<file path="src/rtl/mult_div_unit_if.sv">
// Issue/result channel of the RV32M unit: issue side (valid/ready) and CDB side (valid/ready).
interface mult_div_unit_if #(
  parameter int XLEN  = 32,
  parameter int TAG_W = 5
);
  logic             in_valid;
  logic             in_ready;
  logic [2:0]       func;
  logic [XLEN-1:0]  opa;
  logic [XLEN-1:0]  opb;
  logic [TAG_W-1:0] in_tag;
  logic             out_valid;
  logic             out_ready;
  logic [XLEN-1:0]  out_value;
  logic [TAG_W-1:0] out_tag;

  modport master (
    output in_valid, func, opa, opb, in_tag, out_ready,
    input  in_ready, out_valid, out_value, out_tag
  );

  modport slave (
    input  in_valid, func, opa, opb, in_tag, out_ready,
    output in_ready, out_valid, out_value, out_tag
  );
endinterface

</file>
<file path="src/rtl/mult_div_unit.sv">
// RV32M unit: MUL_STAGES-deep multiply pipe, XLEN+1-cycle radix-2 divider; stalls whole mul pipe / holds DONE under CDB backpressure.
// Optional DIV_EARLY_OUT_EN: div-by-zero, signed overflow and divide-by-one skip the iterative steps (result next cycle).
module mult_div_unit #(
  parameter int XLEN       = 32,
  parameter int MUL_STAGES = 3,
  parameter int TAG_W      = 5
) (
  input  logic             clock,
  input  logic             reset,
  input  logic             flush,
  mult_div_unit_if.slave   io
);

  localparam int CNT_W = $clog2(XLEN + 1);
  localparam logic [1:0] DIV_IDLE = 2'd0;
  localparam logic [1:0] DIV_CALC = 2'd1;
  localparam logic [1:0] DIV_DONE = 2'd2;
  localparam logic [XLEN-1:0] MIN_NEG = {1'b1, {(XLEN-1){1'b0}}};

  logic [1:0]       div_state;
  logic             div_done;
  logic             div_drain;
  logic             mul_last_vld;
  logic             mul_drain;
  logic             mul_stall;
  logic             accept;
  logic             accept_mul;
  logic             accept_div;

  // Divider owns the port whenever it is DONE; the mul pipe only drains behind it.
  assign div_done    = (div_state == DIV_DONE);
  assign div_drain   = div_done & io.out_ready;
  assign mul_drain   = io.out_ready & ~div_done;
  assign mul_stall   = mul_last_vld & ~mul_drain;
  assign io.in_ready = io.func[2] ? (div_state == DIV_IDLE) : ~mul_stall;
  assign accept      = io.in_valid & io.in_ready & ~flush;
  assign accept_mul  = accept & ~io.func[2];
  assign accept_div  = accept & io.func[2];

  logic                a_signed;
  logic                b_signed;
  logic [2*XLEN-1:0]   a_ext;
  logic [2*XLEN-1:0]   b_ext;
  logic [2*XLEN-1:0]   product;
  logic [XLEN-1:0]     mul_sel;

  always_comb begin
    a_signed = (io.func[1:0] != 2'b11);
    b_signed = ~io.func[1];
    a_ext    = {{XLEN{a_signed & io.opa[XLEN-1]}}, io.opa};
    b_ext    = {{XLEN{b_signed & io.opb[XLEN-1]}}, io.opb};
    product  = a_ext * b_ext;
    mul_sel  = (io.func[1:0] == 2'b00) ? product[XLEN-1:0] : product[2*XLEN-1:XLEN];
  end

  logic             mul_vld [MUL_STAGES];
  logic [TAG_W-1:0] mul_tag [MUL_STAGES];
  logic [XLEN-1:0]  mul_val [MUL_STAGES];

  assign mul_last_vld = mul_vld[MUL_STAGES-1];

  always_ff @(posedge clock) begin
    if (!reset) begin
      for (int s = 0; s < MUL_STAGES; s++) begin
        mul_vld[s] <= 1'b0;
        mul_tag[s] <= '0;
        mul_val[s] <= '0;
      end
    end else if (flush) begin
      for (int s = 0; s < MUL_STAGES; s++) begin
        mul_vld[s] <= 1'b0;
      end
    end else if (!mul_stall) begin
      mul_vld[0] <= accept_mul;
      mul_tag[0] <= io.in_tag;
      mul_val[0] <= mul_sel;
      for (int s = 1; s < MUL_STAGES; s++) begin
        mul_vld[s] <= mul_vld[s-1];
        mul_tag[s] <= mul_tag[s-1];
        mul_val[s] <= mul_val[s-1];
      end
    end
  end

  logic             in_signed;
  logic             in_a_neg;
  logic             in_b_neg;
  logic             in_zero;
  logic             in_ovf;
  logic [XLEN-1:0]  in_a_mag;
  logic [XLEN-1:0]  in_b_mag;

  always_comb begin
    in_signed = ~io.func[0];
    in_a_neg  = in_signed & io.opa[XLEN-1];
    in_b_neg  = in_signed & io.opb[XLEN-1];
    in_a_mag  = in_a_neg ? (XLEN'(0) - io.opa) : io.opa;
    in_b_mag  = in_b_neg ? (XLEN'(0) - io.opb) : io.opb;
    in_zero   = (io.opb == '0);
    in_ovf    = in_signed & (io.opa == MIN_NEG) & (io.opb == '1);
  end

`ifdef DIV_EARLY_OUT_EN
  logic             in_one;
  logic [XLEN-1:0]  early_res;

  always_comb begin
    in_one = (io.opb == XLEN'(1));
    if (io.func[1]) begin
      early_res = in_zero ? io.opa : '0;
    end else begin
      early_res = in_zero ? '1 : (in_ovf ? MIN_NEG : io.opa);
    end
  end
`endif

  logic [XLEN-1:0]  div_rem;
  logic [XLEN-1:0]  div_quo;
  logic [XLEN-1:0]  div_dvs;
  logic [XLEN-1:0]  div_opa;
  logic [XLEN-1:0]  div_res;
  logic [TAG_W-1:0] div_tag;
  logic [CNT_W-1:0] div_cnt;
  logic             div_q_neg;
  logic             div_r_neg;
  logic             div_sel_rem;
  logic             div_by_zero;
  logic             div_ovf;

  logic [XLEN:0]    step_shift;
  logic [XLEN:0]    step_diff;
  logic [XLEN-1:0]  step_rem;
  logic [XLEN-1:0]  step_quo;
  logic [XLEN-1:0]  q_fix;
  logic [XLEN-1:0]  r_fix;
  logic [XLEN-1:0]  calc_res;

  // Restoring step: the borrow out of the XLEN+1-bit trial subtract decides the quotient bit.
  always_comb begin
    step_shift = {div_rem, div_quo[XLEN-1]};
    step_diff  = step_shift - {1'b0, div_dvs};
    if (step_diff[XLEN]) begin
      step_rem = step_shift[XLEN-1:0];
      step_quo = {div_quo[XLEN-2:0], 1'b0};
    end else begin
      step_rem = step_diff[XLEN-1:0];
      step_quo = {div_quo[XLEN-2:0], 1'b1};
    end
    q_fix = div_q_neg ? (XLEN'(0) - step_quo) : step_quo;
    r_fix = div_r_neg ? (XLEN'(0) - step_rem) : step_rem;
    if (div_by_zero) begin
      q_fix = '1;
      r_fix = div_opa;
    end else if (div_ovf) begin
      q_fix = MIN_NEG;
      r_fix = '0;
    end
    calc_res = div_sel_rem ? r_fix : q_fix;
  end

  always_ff @(posedge clock) begin
    if (!reset) begin
      div_state   <= DIV_IDLE;
      div_cnt     <= '0;
      div_rem     <= '0;
      div_quo     <= '0;
      div_dvs     <= '0;
      div_opa     <= '0;
      div_res     <= '0;
      div_tag     <= '0;
      div_q_neg   <= 1'b0;
      div_r_neg   <= 1'b0;
      div_sel_rem <= 1'b0;
      div_by_zero <= 1'b0;
      div_ovf     <= 1'b0;
    end else if (flush) begin
      div_state <= DIV_IDLE;
    end else begin
      case (div_state)
        DIV_IDLE: begin
          if (accept_div) begin
            div_tag     <= io.in_tag;
            div_sel_rem <= io.func[1];
            div_q_neg   <= in_a_neg ^ in_b_neg;
            div_r_neg   <= in_a_neg;
            div_by_zero <= in_zero;
            div_ovf     <= in_ovf;
            div_opa     <= io.opa;
            div_rem     <= '0;
            div_quo     <= in_a_mag;
            div_dvs     <= in_b_mag;
            div_cnt     <= '0;
`ifdef DIV_EARLY_OUT_EN
            if (in_zero | in_ovf | in_one) begin
              div_res   <= early_res;
              div_state <= DIV_DONE;
            end else begin
              div_state <= DIV_CALC;
            end
`else
            div_state   <= DIV_CALC;
`endif
          end
        end
        DIV_CALC: begin
          div_rem <= step_rem;
          div_quo <= step_quo;
          div_cnt <= div_cnt + 1'b1;
          if (div_cnt == CNT_W'(XLEN - 1)) begin
            div_res   <= calc_res;
            div_state <= DIV_DONE;
          end
        end
        DIV_DONE: begin
          if (div_drain) begin
            div_state <= DIV_IDLE;
          end
        end
        default: div_state <= DIV_IDLE;
      endcase
    end
  end

  assign io.out_valid = div_done | mul_last_vld;
  assign io.out_value = div_done ? div_res : mul_val[MUL_STAGES-1];
  assign io.out_tag   = div_done ? div_tag : mul_tag[MUL_STAGES-1];

endmodule

</file>
<file path="src/flat_wrapper.sv">
// flat-port wrapper written by rule: the top's interface ports become plain ports
module mult_div_unit_flat 
#(
  parameter int XLEN       = 32,
  parameter int MUL_STAGES = 3,
  parameter int TAG_W      = 5
)
  (clock, reset, flush, io_in_valid, io_func, io_opa, io_opb, io_in_tag, io_out_ready, io_in_ready, io_out_valid, io_out_value, io_out_tag);
  mult_div_unit_if #(.XLEN(XLEN), .TAG_W(TAG_W)) io_i ();
  input  logic clock;
  input  logic reset;
  input  logic flush;
  input wire logic [$bits(io_i.in_valid)-1:0] io_in_valid;
  input wire logic [$bits(io_i.func)-1:0] io_func;
  input wire logic [$bits(io_i.opa)-1:0] io_opa;
  input wire logic [$bits(io_i.opb)-1:0] io_opb;
  input wire logic [$bits(io_i.in_tag)-1:0] io_in_tag;
  input wire logic [$bits(io_i.out_ready)-1:0] io_out_ready;
  output wire logic [$bits(io_i.in_ready)-1:0] io_in_ready;
  output wire logic [$bits(io_i.out_valid)-1:0] io_out_valid;
  output wire logic [$bits(io_i.out_value)-1:0] io_out_value;
  output wire logic [$bits(io_i.out_tag)-1:0] io_out_tag;
  assign io_i.in_valid = io_in_valid;
  assign io_i.func = io_func;
  assign io_i.opa = io_opa;
  assign io_i.opb = io_opb;
  assign io_i.in_tag = io_in_tag;
  assign io_i.out_ready = io_out_ready;
  assign io_in_ready = io_i.in_ready;
  assign io_out_valid = io_i.out_valid;
  assign io_out_value = io_i.out_value;
  assign io_out_tag = io_i.out_tag;
  mult_div_unit #(.XLEN(XLEN), .MUL_STAGES(MUL_STAGES), .TAG_W(TAG_W)) u_core (.clock(clock), .reset(reset), .flush(flush), .io(io_i));
endmodule
</file>
<file path="config.mk">
export PLATFORM = sky130hd
export DESIGN_NAME = mult_div_unit_flat
export DESIGN_NICKNAME = d
export VERILOG_FILES = /design/src/rtl/mult_div_unit_if.sv /design/src/rtl/mult_div_unit.sv /design/src/flat_wrapper.sv
export SDC_FILE = /design/constraint.sdc
export NUM_CORES = 2
export LEC_CHECK = 0
export CAP_MARGIN = 10
export CORE_ASPECT_RATIO = 0.6
export CORE_MARGIN = 4
export CORE_UTILIZATION = 50
export CTS_CLUSTER_DIAMETER = 100
export DETAILED_ROUTE_END_ITERATION = 12
export MAX_ROUTING_LAYER = met4
export PLACE_DENSITY = 0.69
export SYNTH_ARGS = -nofsm -noshare
export SYNTH_HDL_FRONTEND = slang
export SYNTH_SLANG_ARGS = --single-unit
</file>
<file path="constraint.sdc">
create_clock -name clock -period 15 [get_ports clock]
set_clock_uncertainty 0.15 [all_clocks]
set_input_delay 1.5 -clock clock [delete_from_list [all_inputs] [get_ports clock]]
set_output_delay 1.5 -clock clock [all_outputs]
set_load 0.02 [all_outputs]
</file>
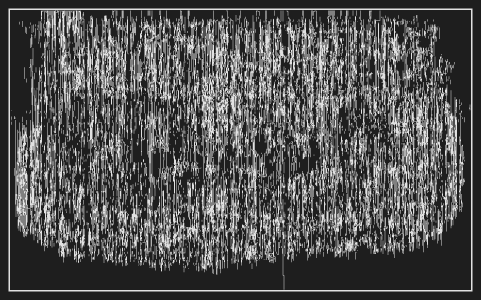
(images/m2.png)
wire length on this layer: 69.4 mm
main direction: vertical
longest straight run: 79.9 um
nets with wire on the layer: 6241
overall routed net length: 186000 um
met2 track demand over resource: 41.0%
detailed-route via count: 44.0k

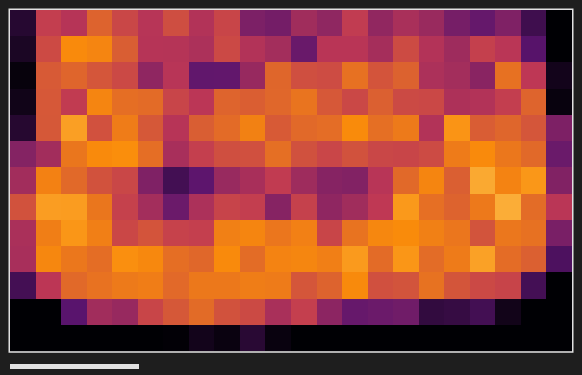
(images/util_map.png)
Scale bar: 100 um. The die is cut into 22 by 13 equal tiles; black is low, pale yellow is high, 0 to 100% covered.
fullest tile: 82%
mean over tiles: 49%
nearly empty tiles: 9.1%
emptiest ninth of the die: south-east
densest ninth of the die: east
tiles over 75% full: 4.9%
area of the core: 110000 sq um
final design utilization: 53.1%
floorplan core density: 50.3%

==> summary.txt <==
On the backend side, the flow ran end to end.

In this run the cell area of the synthesized design comes to ~55000 sq um. The number of diodes added for antenna fixing stands at 13. The final-report max-slew violation count stands at 0. The script parses the final routing iteration and logs DRC violations as 0. The largest cell class by area is multi-input combinational cells. The flow ran to the end, and the final reports show no timing, DRC or antenna violations. The slowest stage of the critical path is the clkdlybuf4s50_1 cell. The sum of net half-perimeters after detailed placement stands at about 140000 um. The final layout contains about 7.5k nets.

The fraction of cell area in sequential cells is reported as 12.0%. The synthesis stats list as the most numerous cell inv_1. The transition time at the pin with the least slew margin stands at 1.35 ns. CTS added clock buffers totalling 26. The layout report lists the multi-input gate area as roughly 42000 sq um.

The clock tree cell share of total cell area stands at under 10%. No sink is reached through more buffers than the 3 on the longest clock path. The via count of the first global-routing pass was 43.8k. The synthesized flop and latch total stands at roughly 290.

Sorting the synthesized cells by area gives the leading types as fa_1, inv_1, nand2_1. The maximum fanout along the worst path stands at 21. The number of top-level pins stands at around 120.

After clock tree synthesis, the flow added hold-fix buffers numbering 0. The floorplan step set the die height to 265 um. The warning count from the yosys run stands at 0.

Per STA, the highest per-stage delay on the worst path measures 1.28 ns. The max-cap check violation count stands at 0. TritonCTS built the clock tree. Non-clock buffers in the final layout number 215.

In the synthesized netlist, the dominant kind of combinational cell is adder cells.
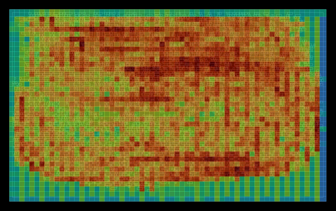
(images/congestion_map.png)
all-layer global routing usage: 33.4%
met1 track utilization from global routing: 50.7%

## how the worst max path moves through the flow
stage / from / end / slack (ns) / cells after the start
after detailed placement: io_opa[31] / u_core.mul_val[0][30]$_SDFFCE_PN0P_ / 3.21 / 30
after floorplan: io_out_ready / u_core.mul_tag[0][0]$_SDFFCE_PN0P_ / 4.75 / 2
after global routing: io_opa[31] / u_core.mul_val[0][29]$_SDFFCE_PN0P_ / 3.20 / 31
after CTS: io_opa[31] / u_core.mul_val[0][27]$_SDFFCE_PN0P_ / 3.83 / 29
after global placement: io_opa[31] / u_core.mul_val[0][30]$_SDFFCE_PN0P_ / 3.20 / 29
final: io_opa[7] / u_core.mul_val[0][31]$_SDFFCE_PN0P_ / 3.56 / 28
